==> src/rtl/img_proc_pkg.sv <==
// Shared constants, FSM state type and width helpers for the image-processing blocks.
// Latency: n/a (declarations only).
// Backpressure: n/a.
//
// Holds the default frame geometry, the filter pipeline-fill latency that both
// the 3x3 filters and the frame writer rely on, the border fill value, and the
// frame writer's state enum.
package img_proc_pkg;

    localparam int DATA_W = 10;
    localparam int IMG_W  = 640;
    localparam int IMG_H  = 480;
    localparam int ADDR_W = 19;

    // Pipeline-fill latency of a 3x3 window: two full line buffers plus the
    // three-tap horizontal window and its output register.
    function automatic int pipe_lat(input int img_w);
        return 2 * img_w + 3;
    endfunction

    localparam int PIPE_LAT = pipe_lat(IMG_W);

    localparam logic [DATA_W-1:0] BORDER_VAL = '1;

    // Counter width able to hold 0..n-1, never narrower than one bit.
    function automatic int cnt_w(input int n);
        return (n > 1) ? $clog2(n) : 1;
    endfunction

    typedef enum logic [1:0] {
        IDLE  = 2'd0,
        FLUSH = 2'd1,
        WRITE = 2'd2,
        DONE  = 2'd3
    } frame_state_e;

endpackage

==> src/rtl/raster_xy_counter.sv <==
// Raster position counter: column x, row y and linear pixel index lin.
// Latency: outputs are registered; a position advances one edge after en.
// Backpressure: none; en simply freezes the position, clr returns it to 0,0,0.
//
// Ports:
//   clk, rstn      clock, asynchronous active-low reset
//   clr            synchronous return to the frame origin (wins over en)
//   en             advance one pixel
//   x, y, lin      current column, row and linear index
//   eol, eof       current pixel is the last of its line / of the frame
module raster_xy_counter #(
    parameter int IMG_W  = img_proc_pkg::IMG_W,
    parameter int IMG_H  = img_proc_pkg::IMG_H,
    parameter int ADDR_W = img_proc_pkg::ADDR_W,
    parameter int X_W    = img_proc_pkg::cnt_w(IMG_W),
    parameter int Y_W    = img_proc_pkg::cnt_w(IMG_H)
) (
    input  logic              clk,
    input  logic              rstn,
    input  logic              clr,
    input  logic              en,
    output logic [X_W-1:0]    x,
    output logic [Y_W-1:0]    y,
    output logic [ADDR_W-1:0] lin,
    output logic              eol,
    output logic              eof
);

    assign eol = (x == X_W'(IMG_W - 1));
    assign eof = eol && (y == Y_W'(IMG_H - 1));

    always_ff @(posedge clk or negedge rstn) begin
        if (!rstn) begin
            x   <= '0;
            y   <= '0;
            lin <= '0;
        end else if (clr) begin
            x   <= '0;
            y   <= '0;
            lin <= '0;
        end else if (en) begin
            lin <= lin + ADDR_W'(1);
            if (eol) begin
                x <= '0;
                // Wrap the row at end of frame so a free-running user sees a
                // clean restart at the origin.
                y <= eof ? '0 : y + Y_W'(1);
            end else begin
                x <= x + X_W'(1);
            end
        end
    end

endmodule

==> src/rtl/filt_frame_writer.sv <==
// Frame writer: drops the 3x3 filter fill latency, then writes one frame to RAM with a constant border.
// Latency: first write strobe PIPE_LAT+1 cycles after start; each pixel is written one cycle after sampling.
// Backpressure: none; the source never stalls and the RAM port accepts a write every cycle.
//
// Ports:
//   clk, rstn          clock, asynchronous active-low reset
//   start              pulse coincident with the first source pixel entering the filter
//   abort              synchronous cancel of the frame in progress
//   pix_in             filtered pixel stream, valid every cycle
//   wr_en/addr/data    frame-buffer write port (address/data hold while wr_en=0)
//   busy               high while flushing or writing
//   done               one-cycle pulse after the last pixel of a completed frame
module filt_frame_writer #(
    parameter int                DATA_W     = img_proc_pkg::DATA_W,
    parameter int                IMG_W      = img_proc_pkg::IMG_W,
    parameter int                IMG_H      = img_proc_pkg::IMG_H,
    parameter int                ADDR_W     = img_proc_pkg::ADDR_W,
    parameter int                PIPE_LAT   = img_proc_pkg::pipe_lat(IMG_W),
    parameter logic [DATA_W-1:0] BORDER_VAL = '1
) (
    input  logic              clk,
    input  logic              rstn,
    input  logic              start,
    input  logic              abort,
    input  logic [DATA_W-1:0] pix_in,
    output logic              wr_en,
    output logic [ADDR_W-1:0] wr_addr,
    output logic [DATA_W-1:0] wr_data,
    output logic              busy,
    output logic              done
);

    import img_proc_pkg::*;

    localparam int X_W = cnt_w(IMG_W);
    localparam int Y_W = cnt_w(IMG_H);

    // The start cycle itself is the first of the PIPE_LAT fill cycles, so the
    // first valid filter output arrives PIPE_LAT cycles after start. WRITE must
    // therefore be entered on that cycle, which leaves PIPE_LAT-1 cycles of
    // FLUSH; the flush counter runs from PIPE_LAT-2 down to 0. With a latency
    // of 0 or 1 there is nothing to discard and FLUSH is skipped.
    localparam bit SKIP_FLUSH = (PIPE_LAT <= 1);
    localparam int FL_W       = (PIPE_LAT > 1) ? $clog2(PIPE_LAT) : 1;
    localparam int FL_LOAD_I  = (PIPE_LAT > 1) ? PIPE_LAT - 2 : 0;
    localparam logic [FL_W-1:0] FL_LOAD = FL_W'(FL_LOAD_I);

    frame_state_e state_q;
    frame_state_e state_d;

    logic [FL_W-1:0]   flush_q;
    logic [FL_W-1:0]   flush_d;

    logic              wr_en_d;
    logic [ADDR_W-1:0] wr_addr_d;
    logic [DATA_W-1:0] wr_data_d;
    logic              done_d;

    logic              cnt_clr;
    logic              cnt_en;
    logic [X_W-1:0]    x;
    logic [Y_W-1:0]    y;
    logic [ADDR_W-1:0] lin;
    logic              eol;
    logic              eof;
    logic              border;

    raster_xy_counter #(
        .IMG_W  (IMG_W),
        .IMG_H  (IMG_H),
        .ADDR_W (ADDR_W),
        .X_W    (X_W),
        .Y_W    (Y_W)
    ) u_xy (
        .clk  (clk),
        .rstn (rstn),
        .clr  (cnt_clr),
        .en   (cnt_en),
        .x    (x),
        .y    (y),
        .lin  (lin),
        .eol  (eol),
        .eof  (eof)
    );

    // The 3x3 window hangs off the image on the outermost ring of pixels.
    assign border = (x == '0) || eol || (y == '0) || (y == Y_W'(IMG_H - 1));

    assign busy = (state_q == FLUSH) || (state_q == WRITE);

    // State register
    always_ff @(posedge clk or negedge rstn) begin
        if (!rstn) begin
            state_q <= IDLE;
        end else begin
            state_q <= state_d;
        end
    end

    // Next-state logic; abort outranks every other transition.
    always_comb begin
        state_d = state_q;
        case (state_q)
            IDLE: begin
                if (start && !abort) begin
                    state_d = SKIP_FLUSH ? WRITE : FLUSH;
                end
            end
            FLUSH: begin
                if (abort) begin
                    state_d = IDLE;
                end else if (flush_q == '0) begin
                    state_d = WRITE;
                end
            end
            WRITE: begin
                if (abort) begin
                    state_d = IDLE;
                end else if (eof) begin
                    state_d = DONE;
                end
            end
            DONE: begin
                state_d = IDLE;
            end
            default: begin
                state_d = IDLE;
            end
        endcase
    end

    // Output / datapath next values. The raster counter sits at the origin
    // whenever the block is not writing, so WRITE always starts at 0,0,0.
    always_comb begin
        wr_en_d   = 1'b0;
        wr_addr_d = wr_addr;
        wr_data_d = wr_data;
        done_d    = 1'b0;
        flush_d   = flush_q;
        cnt_clr   = 1'b1;
        cnt_en    = 1'b0;
        case (state_q)
            IDLE: begin
                if (start && !abort) begin
                    flush_d = FL_LOAD;
                end
            end
            FLUSH: begin
                if (flush_q != '0) begin
                    flush_d = flush_q - FL_W'(1);
                end
            end
            WRITE: begin
                cnt_clr = 1'b0;
                if (!abort) begin
                    cnt_en    = 1'b1;
                    wr_en_d   = 1'b1;
                    wr_addr_d = lin;
                    wr_data_d = border ? BORDER_VAL : pix_in;
                end
            end
            DONE: begin
                done_d = !abort;
            end
            default: begin
                flush_d = '0;
            end
        endcase
    end

    // Registered outputs and flush counter
    always_ff @(posedge clk or negedge rstn) begin
        if (!rstn) begin
            wr_en   <= 1'b0;
            wr_addr <= '0;
            wr_data <= '0;
            done    <= 1'b0;
            flush_q <= '0;
        end else begin
            wr_en   <= wr_en_d;
            wr_addr <= wr_addr_d;
            wr_data <= wr_data_d;
            done    <= done_d;
            flush_q <= flush_d;
        end
    end

endmodule

==> config.mk <==
export PLATFORM = sky130hd
export DESIGN_NAME = filt_frame_writer
export DESIGN_NICKNAME = d
export VERILOG_FILES = /design/src/rtl/img_proc_pkg.sv /design/src/rtl/raster_xy_counter.sv /design/src/rtl/filt_frame_writer.sv
export SDC_FILE = /design/constraint.sdc
export NUM_CORES = 1
export LEC_CHECK = 0
export CAP_MARGIN = 20
export CORE_MARGIN = 2
export CORE_UTILIZATION = 50
export DETAILED_ROUTE_END_ITERATION = 8
export GPL_TIMING_DRIVEN = 0
export PLACE_DENSITY = 0.82
export SYNTH_ARGS = -nofsm -noshare
export SYNTH_HDL_FRONTEND = slang
export SYNTH_HIERARCHICAL = 1
export SYNTH_SLANG_ARGS = --single-unit
==> constraint.sdc <==
create_clock -name clk -period 2.6 [get_ports clk]
set_input_delay 0.52 -clock clk [delete_from_list [all_inputs] [get_ports clk]]
set_output_delay 0.52 -clock clk [all_outputs]
set_load 0.02 [all_outputs]
Fig. 1: run 1, the metal 3 layer
Scale: 4 px per um. Cells faint in the background.
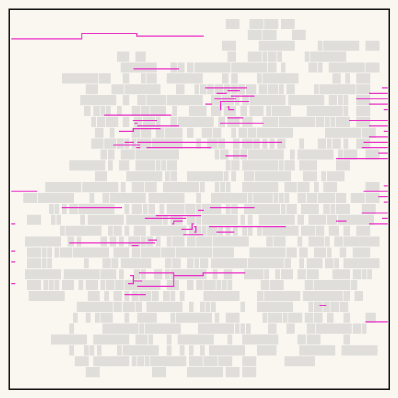
wire length on this layer: 484 um
longest straight run: 35.9 um
main direction: horizontal
final wirelength: 9406 um
grt met3 use: 0.04310
DR vias: 3517

Fig. 2: run 1, metal 1
Scale: 3 px per um. Supply wires on this layer in gray.
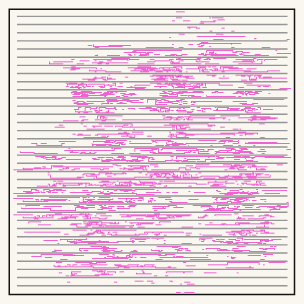
longest straight run: 23.9 um
wire length on this layer: 4090 um
main direction: horizontal
GRT met1 Usage: 0.2844

Fig. 3: run 1, placement density heat map
Scale: 4 px per um. The die is cut into 9 by 9 equal tiles; white is low, dark blue is high, 0 to 100% covered.
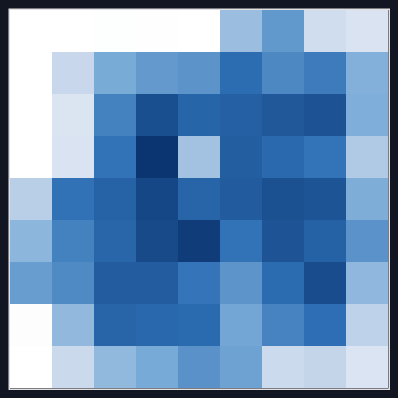
densest ninth of the die: center
fullest tile: 98%
emptiest ninth of the die: north-west
tiles over 75% full: 35%
Core Util, Final: 0.6121
Core ar.: 0.008093 mm2
FP Core Util: 0.5073

Fig. 4: run 1, the clock network
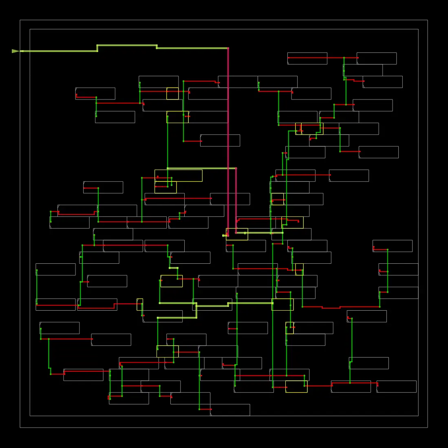
Clock Sinks: 82
CTS buffer count: 9
P_clk: 0.000884 W
# clk buffers: 11

[run 1: cell type report]
| class | count | area, um2 |
|---|---|---|
| Buffer | 13 | 55.05 |
| Sequential cell | 82 | 2052 |
| Inverter | 16 | 63.81 |
| Clock buffer | 11 | 131.4 |
| Timing Repair Buffer | 52 | 520.5 |
| Clock inverter | 5 | 55.05 |
| Fill cell | 696 | 3139 |
| Tap cell | 105 | 131.4 |
| Multi-Input combinational cell | 327 | 1944 |
[run 1: placed cells by master, fill, tap and decap left out, types with 10 or more instances in the layout]
cell             netlist  routed
nand2_1               82      82
nand4_1               10      10
nor3_1                13      13
nor4_1                10      10
a21oi_1               18      18
dfrtp_1               82      82
inv_1                 16      15
clkdlybuf4s50_1        0      44
o21ai_0               13      13
a31oi_1               12      12
or3_1                 11      11
xnor2_1               11      11
nand3_1               12      12
nand2b_1              11      11
clkbuf_1              11      11
nor2_1                48      48
[run 1: kinds of logic after synthesis]
kind of cell	Yosys count	synth area share
compound gates	63	0.1006
xor+xnor	20	0.04267
fa+ha+maj	9	0.02743
buf+inv	30	0.02865
flops	82	0.4998
mux	8	0.02103
simple gates	227	0.2798
[run 1: timing repair]
action | CTS | global route
setup buffers | 4 | 2
pin swaps | 0 | 2
setup endpoints to repair | 29 | 7
gates resized | 2 | 2
hold buffers | 0 | 0
[run 1: registers in the layout, summed over array words and instances (netlist names)]
register / flops
state_q: 2
wr_data: 10
done: 1
u_xy/lin: 19
flush_q: 11
u_xy/y: 9
wr_addr: 19
wr_en: 1
u_xy/x: 10
[run 1: per-layer routing]
metal / GRT usage / wire length, um
met1: 0.2844 / 4092
met2: 0.3717 / 4760
met3: 0.04310 / 484
met4: 0.07367 / 70
met5: 0 / 0
==> impl_metrics.csv, run 1 <==
group,metric,value,unit
cts,cts.reportedPaths.clkPinSlew,0.08,ns
yosys,top_cell_area_share,0.4998,
global_routing,antenna_found_initial,0,
setup_path,crit_cells,7,
sta,fin_crit,2.428,ns
routing,viasPerCell,5.756,
sta,final.period_utilization,0.9339,
power_and_ir_drop,maxPowerGroup,"sequential cells",
setup_path,cp.arrival,2.64,ns
place,placed_area,0.004712,mm2
sta,timing.final.max_slew_violations,0,
floorplan,placementRows,33,
power_and_ir_drop,cellPowerDensity,721.4,mW/mm2
setup_path,critical_path_class,"flop to flop",
power_and_ir_drop,p_leak,2.072,nW
finish,synthToLayoutAreaGrowth,20.66,%
yosys,synthFlopType,"dfrtp_1",
cts,clk_latency,0.35,ns
yosys,async_flop_share,1.000,
power_and_ir_drop,p_seq_frac,0.442,
hold_path,hold_path.class,"input port to asynchronous set/reset pin",
setup_path,reg2regPathDepth,7,
finish,nNetsFinal,524,
yosys,netlist-cell-type-count,54,
yosys,synth.cell_area,0.004105,mm2
power_and_ir_drop,internal_power,0.002358,W
routing,firstDrtPassIters,5,
run_status,status,"finished, final reports clean",
yosys,fp_nets,462,
yosys,ys_warn_count,6,
finish,stdcell_count,611,
setup_path,reg2reg_slack,0.17,ns
sta,clock_skew,0.01040,ns
setup_path,cp_slowest_stage_delay,0.50,ns
flow_run,cap_violations,0,
power_and_ir_drop,netSwitchingFraction,0.3402,
yosys,synthTopCellsByArea,"dfrtp_1 50%, nand2_1 7.5%, nor2_1 4.4%, ha_1 2.7%, xnor2_1 2.3%",
sta,timing.setup.tns,0,ns
finish,num_antenna_cells,0,
sta,worst_hold_slack,0.08617,ns
sta,fmax,0.4118,GHz
yosys,ys_seq_share,0.4998,
yosys,synth.avg_cell_area,9.351,um2
setup_path,critPathLaunchType,"flop",
sta,hold_viol_final,0,
routing,drt_iter0_drc,232,
routing,drc,0,
power_and_ir_drop,p_switching,0.001216,W
global_routing,gr-total-overflow,0,
setup_path,end_kind,"flop",
routing,wl_per_cell,15.39,um
place,dp_hpwl,6419,um
floorplan,die_y,94.61,um
power_and_ir_drop,peakVddDrop,0.2640,mV
place,dpl.cell_count,590,
place,port_buffers,45,
power_and_ir_drop,clockPowerShare,0.247,
cts,clockBufferDepth,2,
power_and_ir_drop,comb_power_share,0.311,
setup_path,crit_path_cell_trace,"inv_1 > ha_1 > inv_1 > clkbuf_1 > clkbuf_1 > clkbuf_1 > nor2_1",
setup_path,endpoint,"u_xy/lin[7]",
setup_path,cp_data_required_time,2.81,ns
flow_run,warning_count,30,
yosys,largest_area_cell,"dfrtp_1",
power_and_ir_drop,power,0.003573,W
floorplan,die-area,0.008951,mm2
global_routing,groute.usage.overall,0.2201,
sta,setup_violations,0,
sta,max-slew-margin-rel,0.3796,
setup_path,cpLargestDelayFamily,"buffers and inverters",
routing,ant_nets,0,
setup_path,startpoint,"state_q[0]",
setup_path,worst-path-buf-inv,5,
cts,cts.root.buffer_cell,"clkbuf_8",
==> run 2, diff against run 1 <==
--- a/config.mk
+++ b/config.mk
@@ -5,12 +5,14 @@
 export SDC_FILE = /design/constraint.sdc
 export NUM_CORES = 1
 export LEC_CHECK = 0
+export ABC_AREA = 1
 export CAP_MARGIN = 20
+export CORE_ASPECT_RATIO = 1.25
 export CORE_MARGIN = 2
 export CORE_UTILIZATION = 50
 export DETAILED_ROUTE_END_ITERATION = 8
 export GPL_TIMING_DRIVEN = 0
-export PLACE_DENSITY = 0.82
+export PLACE_DENSITY = 0.81
 export SYNTH_ARGS = -nofsm -noshare
 export SYNTH_HDL_FRONTEND = slang
 export SYNTH_HIERARCHICAL = 1
Fig. 5: run 2, the metal 3 layer
Scale: 4 px per um. Cells faint in the background.
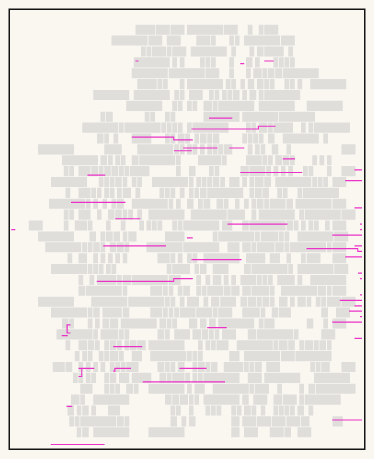
longest straight run: 20.2 um
share of all routed wire: 3.2%
nets with wire on the layer: 38
wire length on this layer: 301 um
main direction: horizontal
DR vias: 3909
final wirelength: 9537 um

Fig. 6: run 2, routed clock nets over the placement
Scale: 3 px per um.
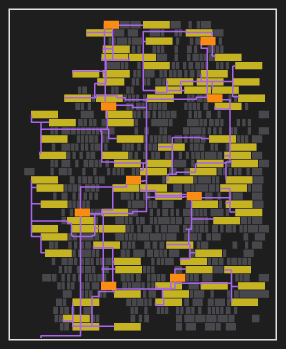
legend:
  purple:
    item: clock wires
    length: 1010 um
  yellow:
    item: flip-flops
    count: 82
  orange:
    item: clock-net drivers
    count: 9
flops lie: widely spread
Clock power frac: 0.222
clk latency late pin: 0.36 ns

==> run 2 against run 1 <==
  * Clock power fell by 0.7%
  * Core utilization is 0.47 points lower
  * Combinational power up 38%
  * Critical endpoint is now u_xy/lin[11]
==> impl_metrics.csv, run 2 <==
group,metric,value,unit
sta,fin_crit,2.320,ns
finish,synthToLayoutAreaGrowth,18.39,%
cts,cts.reportedPaths.clkPinSlew,0.08,ns
setup_path,cpLargestDelayFamily,"simple AND/OR/NAND/NOR gates",
yosys,fp_nets,620,
sta,hold_viol_final,0,
finish,nNetsFinal,676,
setup_path,critical_path_class,"flop to flop",
yosys,synthTopCellsByArea,"dfrtp_1 46%, nand2_1 15%, nor2_1 7.1%, inv_1 6.1%, nand3_1 4.7%",
floorplan,die_y,109.6,um
sta,max-slew-margin-rel,0.6614,
setup_path,end_kind,"flop",
cts,clockBufferDepth,2,
power_and_ir_drop,internal_power,0.002421,W
floorplan,core-area,0.008701,mm2
power_and_ir_drop,comb_power_share,0.388,
setup_path,cp.arrival,2.57,ns
finish,final_cell_mix,"181 x nand2_1, 84 x nor2_1, 82 x dfrtp_1",
global_routing,groute.usage.overall,0.2161,
routing,wl_per_cell,12.26,um
yosys,netlist-cell-type-count,33,
sta,timing.final.max_slew_violations,0,
cts,post_cts_resize_count,0,
flow_run,warning_count,30,
finish,layout.cells.most_common,"nand2_1",
sta,fmax,0.4310,GHz
floorplan,placementRows,38,
cts,cts_sinks,82,
routing,drt_iter0_drc,191,
yosys,ys_seq_share,0.4596,
setup_path,reg2reg_slack,0.28,ns
yosys,ys_warn_count,6,
floorplan,die-area,0.009705,mm2
cts,cts_setup_buffers,0,
global_routing,antenna_found_initial,0,
power_and_ir_drop,p_seq_frac,0.390,
cts,cts.root.buffer_cell,"clkbuf_8",
floorplan,fp_util,0.5131,
flow_run,cap_violations,0,
power_and_ir_drop,p_leak,2.518,nW
power_and_ir_drop,netSwitchingFraction,0.3878,
finish,fill_cells,752,
global_routing,gr-total-overflow,0,
yosys,synth.avg_cell_area,7.478,um2
run_status,status,"finished, final reports clean",
place,dp_hpwl,7033,um
-- run 2: layer usage --
metal | GRT usage | part of all wire
met2 | 0.3636 | 0.51
met1 | 0.2699 | 0.44
met3 | 0.04429 | 0.031
met4 | 0.08874 | 0.017
met5 | 0 | 0
-- run 2: cell families (layout without fill, tap and decap cells) --
group | count (synthesis) | count (layout) | synth area share
DFF | 82 | 82 | 0.4596
adders and majority gates | 9 | 9 | 0.02522
and+or+nand+nor | 362 | 362 | 0.3590
buffers and inverters | 89 | 150 | 0.07987
xor gates and xnor gates | 11 | 11 | 0.02158
AOI/OAI and AO/OA | 44 | 44 | 0.05465
-- run 2: layout make-up --
type,count,area (um2),area share
plain buffers,12,68.82,0.01302
well taps,120,150.1,0.02841
clock inverters,4,25.02,0.004735
inverters,76,290.3,0.05492
multi-input cells,426,2058,0.3894
clock buffers,12,165.2,0.03125
repair buffers,46,475.5,0.08996
flip-flops and latches,82,2052,0.3883
-- run 2: worst max path at each step --
stage                    start      endpoint  slack [ns]  cells past startpoint
CTS                 state_q[0]  u_xy/lin[11]      0.0002                     15
floorplan           state_q[0]  u_xy/lin[11]        0.51                     15
global placement          rstn         wr_en       -1.86                      1
finish              state_q[0]  u_xy/lin[11]        0.28                     14
detailed placement       abort  u_xy/lin[16]       -0.31                     14
global route        state_q[0]  u_xy/lin[11]        0.08                     14
-- run 2: metrics by stage --
stage,hold slack [ns],utilization,TNS (ns),instance area [um2]
6_report,0.06577,0.6074,0,5285
5_1_grt,0.08915,0.6074,0,5285
4_1_cts,0.06166,0.6068,0,5280
3_5_place_dp,0.4604,0.5850,-4.439,5090
3_3_place_gp,0.4610,0.5821,-155.92,5065
2_1_floorplan,0.2244,-,0,4464
Power is estimated from default activity; no workload was simulated.
